--- src/rtl/xsleena_video_pkg.sv ---
// Shared types and constants for the XSleena video output stage.
//   geom_state_t : geometry lock FSM states
//   geom_t       : one frame's measured geometry (zero-extended counts)
//   XS_*         : nominal XSleena raster geometry
//   expand4      : 4-bit to 8-bit colour expansion
package xsleena_video_pkg;

  localparam int unsigned GEOM_W = 16;

  localparam int unsigned XS_H_TOTAL  = 384;
  localparam int unsigned XS_H_ACTIVE = 256;
  localparam int unsigned XS_V_TOTAL  = 272;
  localparam int unsigned XS_V_ACTIVE = 240;

  typedef enum logic [1:0] {
    SEARCH  = 2'd0,
    MEASURE = 2'd1,
    CONFIRM = 2'd2,
    LOCKED  = 2'd3
  } geom_state_t;

  typedef struct packed {
    logic [GEOM_W-1:0] h_total;
    logic [GEOM_W-1:0] h_active;
    logic [GEOM_W-1:0] v_total;
    logic [GEOM_W-1:0] v_active;
  } geom_t;

  // Replicate the nibble so 4'hF maps to full-scale 8'hFF.
  function automatic logic [7:0] expand4(input logic [3:0] c);
    return {c, c};
  endfunction

endpackage

--- src/rtl/xsleena_geom_meter.sv ---
// Measures line/frame geometry from CE-sampled sync and blank signals and
// publishes it once two consecutive frames agree.
//   clk, rst         : clock, async active-high reset
//   ce               : pixel clock enable
//   blk_n, vblk_n    : horizontal / vertical display windows (high = active)
//   hsync, vsync     : active-high syncs
//   h_total/h_active : published pixels per line
//   v_total/v_active : published lines per frame
//   locked           : published geometry matches the latest frame
module xsleena_geom_meter
  import xsleena_video_pkg::*;
#(
  parameter int unsigned HW = 10,
  parameter int unsigned VW = 9
) (
  input  logic          clk,
  input  logic          rst,
  input  logic          ce,
  input  logic          blk_n,
  input  logic          vblk_n,
  input  logic          hsync,
  input  logic          vsync,
  output logic [HW-1:0] h_total,
  output logic [HW-1:0] h_active,
  output logic [VW-1:0] v_total,
  output logic [VW-1:0] v_active,
  output logic          locked
);

  logic          hs_prev, vs_prev;
  logic [HW-1:0] hcnt, hact, h_tot_cur, h_act_cur;
  logic [VW-1:0] vcnt, vact;
  logic          line_seen;
  geom_state_t   state;
  geom_t         cand;

  logic          hs_rise, vs_rise;
  logic [HW-1:0] hcnt_inc, hact_inc;
  logic [VW-1:0] vcnt_inc, vact_inc;
  geom_t         meas;

  // Edge detect, saturating increments, and the frame values as seen at this
  // CE: a line closed on this same CE is already folded into the frame.
  always_comb begin
    hs_rise  = ce & hsync & ~hs_prev;
    vs_rise  = ce & vsync & ~vs_prev;
    hcnt_inc = (hcnt == {HW{1'b1}}) ? hcnt : hcnt + HW'(1);
    hact_inc = (hact == {HW{1'b1}}) ? hact : hact + HW'(1);
    vcnt_inc = (vcnt == {VW{1'b1}}) ? vcnt : vcnt + VW'(1);
    vact_inc = (vact == {VW{1'b1}}) ? vact : vact + VW'(1);
    meas          = '0;
    meas.h_total  = GEOM_W'(hs_rise ? hcnt : h_tot_cur);
    meas.h_active = GEOM_W'(hs_rise ? hact : h_act_cur);
    meas.v_total  = GEOM_W'(hs_rise ? vcnt_inc : vcnt);
    meas.v_active = GEOM_W'((hs_rise && line_seen) ? vact_inc : vact);
  end

  always_ff @(posedge clk or posedge rst) begin
    if (rst) begin
      hs_prev   <= 1'b0;
      vs_prev   <= 1'b0;
      hcnt      <= '0;
      hact      <= '0;
      h_tot_cur <= '0;
      h_act_cur <= '0;
      vcnt      <= '0;
      vact      <= '0;
      line_seen <= 1'b0;
      state     <= SEARCH;
      cand      <= '0;
      h_total   <= '0;
      h_active  <= '0;
      v_total   <= '0;
      v_active  <= '0;
      locked    <= 1'b0;
    end else if (ce) begin
      hs_prev <= hsync;
      vs_prev <= vsync;

      // Horizontal: the edge pixel is the first pixel of the new line.
      if (hs_rise) begin
        h_tot_cur <= hcnt;
        h_act_cur <= hact;
        hcnt      <= HW'(1);
        hact      <= blk_n ? HW'(1) : '0;
        line_seen <= blk_n & vblk_n;
      end else begin
        hcnt <= hcnt_inc;
        if (blk_n)          hact      <= hact_inc;
        if (blk_n & vblk_n) line_seen <= 1'b1;
      end

      // Vertical: a frame edge restarts the line counts after latching.
      if (vs_rise) begin
        vcnt <= '0;
        vact <= '0;
      end else if (hs_rise) begin
        vcnt <= vcnt_inc;
        vact <= meas.v_active[VW-1:0];
      end

      // Lock FSM: publish only after two consecutive matching frames.
      if (vs_rise) begin
        case (state)
          SEARCH: state <= MEASURE;
          MEASURE: begin
            cand  <= meas;
            state <= CONFIRM;
          end
          CONFIRM: begin
            if (meas == cand) begin
              h_total  <= meas.h_total[HW-1:0];
              h_active <= meas.h_active[HW-1:0];
              v_total  <= meas.v_total[VW-1:0];
              v_active <= meas.v_active[VW-1:0];
              locked   <= 1'b1;
              state    <= LOCKED;
            end else begin
              cand <= meas;
            end
          end
          LOCKED: begin
            if (meas != cand) begin
              locked <= 1'b0;
              cand   <= meas;
              state  <= CONFIRM;
            end
          end
          default: state <= SEARCH;
        endcase
      end
    end
  end

endmodule

--- src/rtl/xsleena_video_out.sv ---
// XSleena video output stage: registers core video on CE, expands colour to
// 8 bits per channel, and reports measured raster geometry.
//   CLK, RST                    : clock, async active-high reset
//   CE_PIXEL                    : pixel clock enable
//   BLKn, VBLKn, HSYNC, VSYNC   : core timing
//   VIDEO_R/G/B                 : 4-bit core colour
//   R/G/B_OUT, DE, HS/VS_OUT    : registered video, 1 CE latency
//   HBLANK_OUT, VBLANK_OUT      : registered active-high blanks
//   CE_OUT                      : CE_PIXEL delayed one CLK
//   H_/V_TOTAL, H_/V_ACTIVE     : published geometry
//   LOCKED                      : geometry stable
module xsleena_video_out #(
  parameter int unsigned HW          = 10,
  parameter int unsigned VW          = 9,
  parameter bit          BLANK_BLACK = 1'b1
) (
  input  logic          CLK,
  input  logic          RST,
  input  logic          CE_PIXEL,
  input  logic          BLKn,
  input  logic          VBLKn,
  input  logic          HSYNC,
  input  logic          VSYNC,
  input  logic [3:0]    VIDEO_R,
  input  logic [3:0]    VIDEO_G,
  input  logic [3:0]    VIDEO_B,
  output logic [7:0]    R_OUT,
  output logic [7:0]    G_OUT,
  output logic [7:0]    B_OUT,
  output logic          DE,
  output logic          HS_OUT,
  output logic          VS_OUT,
  output logic          HBLANK_OUT,
  output logic          VBLANK_OUT,
  output logic          CE_OUT,
  output logic [HW-1:0] H_TOTAL,
  output logic [HW-1:0] H_ACTIVE,
  output logic [VW-1:0] V_TOTAL,
  output logic [VW-1:0] V_ACTIVE,
  output logic          LOCKED
);

  logic de_c;
  logic blank_c;

  always_comb begin
    de_c    = BLKn & VBLKn;
    blank_c = BLANK_BLACK & ~de_c;
  end

  // Single-stage pixel pipeline, advanced only on CE.
  always_ff @(posedge CLK or posedge RST) begin
    if (RST) begin
      R_OUT      <= '0;
      G_OUT      <= '0;
      B_OUT      <= '0;
      DE         <= 1'b0;
      HS_OUT     <= 1'b0;
      VS_OUT     <= 1'b0;
      HBLANK_OUT <= 1'b0;
      VBLANK_OUT <= 1'b0;
      CE_OUT     <= 1'b0;
    end else begin
      CE_OUT <= CE_PIXEL;
      if (CE_PIXEL) begin
        R_OUT      <= blank_c ? 8'h00 : xsleena_video_pkg::expand4(VIDEO_R);
        G_OUT      <= blank_c ? 8'h00 : xsleena_video_pkg::expand4(VIDEO_G);
        B_OUT      <= blank_c ? 8'h00 : xsleena_video_pkg::expand4(VIDEO_B);
        DE         <= de_c;
        HS_OUT     <= HSYNC;
        VS_OUT     <= VSYNC;
        HBLANK_OUT <= ~BLKn;
        VBLANK_OUT <= ~VBLKn;
      end
    end
  end

  xsleena_geom_meter #(
    .HW(HW),
    .VW(VW)
  ) u_geom (
    .clk     (CLK),
    .rst     (RST),
    .ce      (CE_PIXEL),
    .blk_n   (BLKn),
    .vblk_n  (VBLKn),
    .hsync   (HSYNC),
    .vsync   (VSYNC),
    .h_total (H_TOTAL),
    .h_active(H_ACTIVE),
    .v_total (V_TOTAL),
    .v_active(V_ACTIVE),
    .locked  (LOCKED)
  );

endmodule

--- config.mk ---
export PLATFORM = sky130hd
export DESIGN_NAME = xsleena_video_out
export DESIGN_NICKNAME = d
export VERILOG_FILES = /design/src/rtl/xsleena_video_pkg.sv /design/src/rtl/xsleena_geom_meter.sv /design/src/rtl/xsleena_video_out.sv
export SDC_FILE = /design/constraint.sdc
export NUM_CORES = 1
export LEC_CHECK = 0
export ABC_CLOCK_PERIOD_IN_PS = 5150
export CORE_MARGIN = 2
export CORE_UTILIZATION = 50
export CTS_BUF_LIST = sky130_fd_sc_hd__clkbuf_4 sky130_fd_sc_hd__clkbuf_8
export DETAILED_ROUTE_END_ITERATION = 8
export PLACE_DENSITY_LB_ADDON = 0.05
export SETUP_SLACK_MARGIN = 0.2
export SYNTH_ARGS = -nofsm -noshare
export SYNTH_HDL_FRONTEND = slang
export SYNTH_SLANG_ARGS = --single-unit
--- constraint.sdc ---
create_clock -name CLK -period 5.15 [get_ports CLK]
set_clock_uncertainty 0.05 [all_clocks]
set_input_delay 0.515 -clock CLK [delete_from_list [all_inputs] [get_ports CLK]]
set_output_delay 0.515 -clock CLK [all_outputs]
set_load 0.01 [all_outputs]
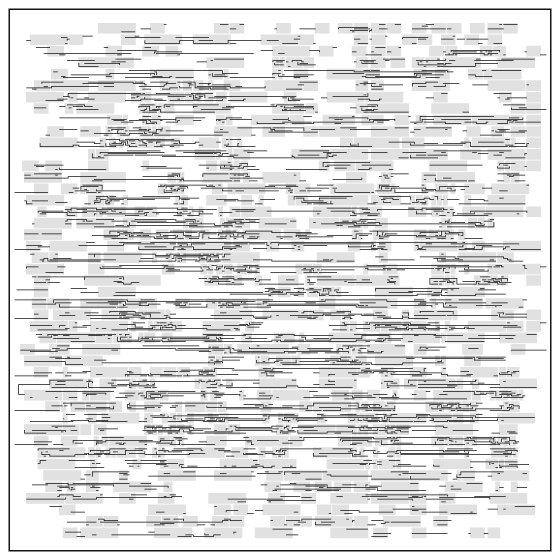
(met1 routing)
longest straight run	44.2 µm
main direction	horizontal
Post-Route WL: 18,700 µm
met1 Use GR: 0.336
via count: 5,716

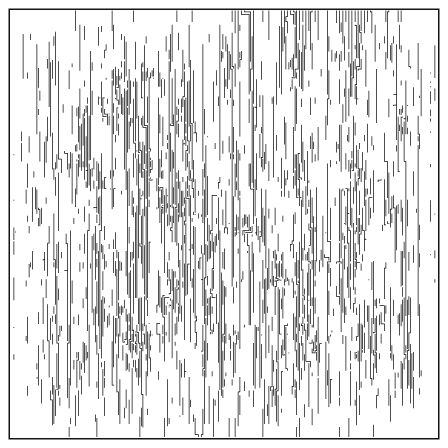
(metal 2)
main direction	vertical
share of all routed wire	49%
longest straight run	65.0 µm
met2 global-route usage: 0.382

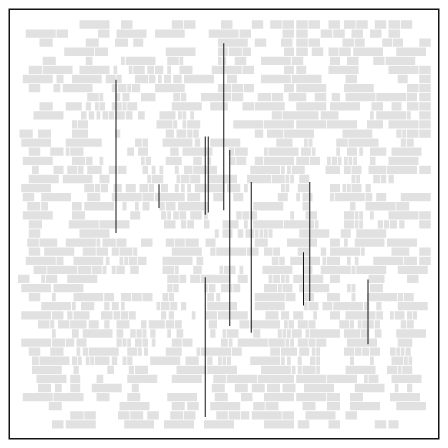
(signal wires on met4)
wire length on this layer	356 µm
share of all routed wire	1.9%

==> results.sh <==
# physical design summary
export IMPL_status="completed"
export IMPL_intPower_w=0.00214
export IMPL_synth_cells=722
export IMPL_finalNonFillerCells=989
export IMPL_cts_resized=0
export IMPL_rows=45
export IMPL_worstPathArrival_ps=4400
export IMPL_die_height_um=128
export IMPL_synthAoiAreaFrac=0.109
export IMPL_hold_buffers=0
export IMPL_rsz0062_at_grt="false"
export IMPL_max_freq_mhz=243
export IMPL_power_total_w=0.00307
export IMPL_whs_ps=440
export IMPL_flop_area_um2=3900
export IMPL_ys_flop_type="dfrtp_1"
export IMPL_slew_headroom=0.480
export IMPL_comb_cells=474
export IMPL_slowest_stage="or3_4"
export IMPL_ys_seq_share=0.507
export IMPL_inv_count=40
export IMPL_setup_viol=0
export IMPL_p_switching_w=0.000936
export IMPL_clockNetworkAreaShare=0.0452
export IMPL_drc=0
export IMPL_post_route_min_period_ps=4120
export IMPL_drtIter0Drc=310
export IMPL_ys_area_um2=7700
export IMPL_hp_class="reg2reg"
export IMPL_tns_ps=0
export IMPL_drive_gt1_frac=0.160
export IMPL_clock_root_buffer="clkbuf_8"
export IMPL_cap_violations=0
export IMPL_seq_cells=156
export IMPL_first_global_vias=5617
export IMPL_grt_max_degree=81
export IMPL_p_comb_frac=0.204
export IMPL_warnings=26
export IMPL_crit_family="simple AND/OR/NAND/NOR gates"
export IMPL_io_buffers=87
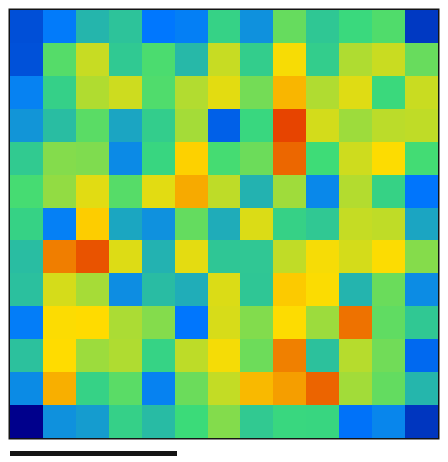
(local utilization)
Bar = 50 µm. The die is cut into 13 by 13 equal tiles; dark blue is low, red is high, 0 to 100% covered.
emptiest ninth of the die	top left
nearly empty tiles	0.60%
mean over tiles	54%
tiles over 75% full	9.5%
fullest tile	92%
core box area: 15,100 µm²
Final Core Density: 0.597

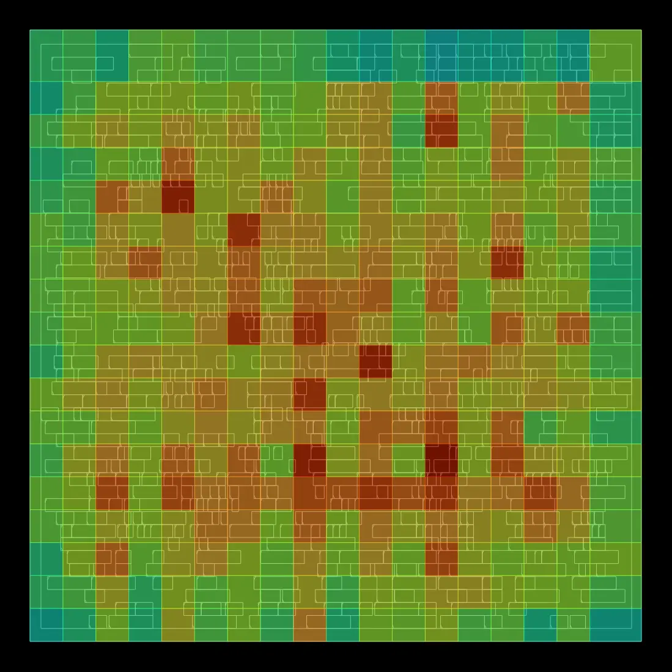
(routing congestion map)
WL/cell: 18.9 µm
GRT busiest layer: met2
Tot GR Track Use: 0.241
GR met3 Demand/Resource: 0.0476

[power groups by stage]
| stage | clock network (W) | logic [W] | registers (W) |
|---|---|---|---|
| after CTS | 0.000975 | 0.000634 | 0.00150 |
| after global placement | 0 | 0.000626 | 0.00151 |
| after detailed placement | 0 | 0.000631 | 0.00152 |
| final | 0.000946 | 0.000627 | 0.00150 |
| after floorplan | 0 | 0.000449 | 0.00147 |
| after global routing | 0.00102 | 0.000695 | 0.00152 |
[final timing paths]
check	startpoint	endpoint	slack (ps)	depth (start not counted)
setup / recovery	HSYNC	u_geom.h_total[0]$_DFFE_PP0P_	1030	10
hold / removal	HBLANK_OUT$_DFFE_PP0P_	HBLANK_OUT$_DFFE_PP0P_	440	2
setup reg to reg	u_geom.hs_prev$_DFFE_PP0P_	u_geom.h_total[0]$_DFFE_PP0P_	1120	9
min in group asynchronous	RST	u_geom.hact[2]$_DFFE_PP0P_	500	2
hold reg to reg	HBLANK_OUT$_DFFE_PP0P_	HBLANK_OUT$_DFFE_PP0P_	440	2
max in group asynchronous	RST	u_geom.h_tot_cur[5]$_DFFE_PP0P_	3520	3
[registers in the layout, summed over array words and instances (netlist names), 2 cells and up]
name and flops:
u_geom.vcnt 9, u_geom.hact 10, u_geom.vact 9, u_geom.state 2, u_geom.h_act_cur 10, u_geom.hcnt 10
u_geom.v_active 9, u_geom.cand 38, B_OUT 4, u_geom.h_active 10, u_geom.h_tot_cur 10, u_geom.h_total 10
u_geom.v_total 9, G_OUT 4, R_OUT 4
[per-layer routing]
layer,global-route usage,up-vias,part of all wire,routed length (µm)
li1,-,2662,-,-
met3,0.0476,23,0.036,667
met5,0,-,0,0
met4,0.0730,0,0.019,356
met1,0.336,2886,0.46,8620
met2,0.382,145,0.49,9100
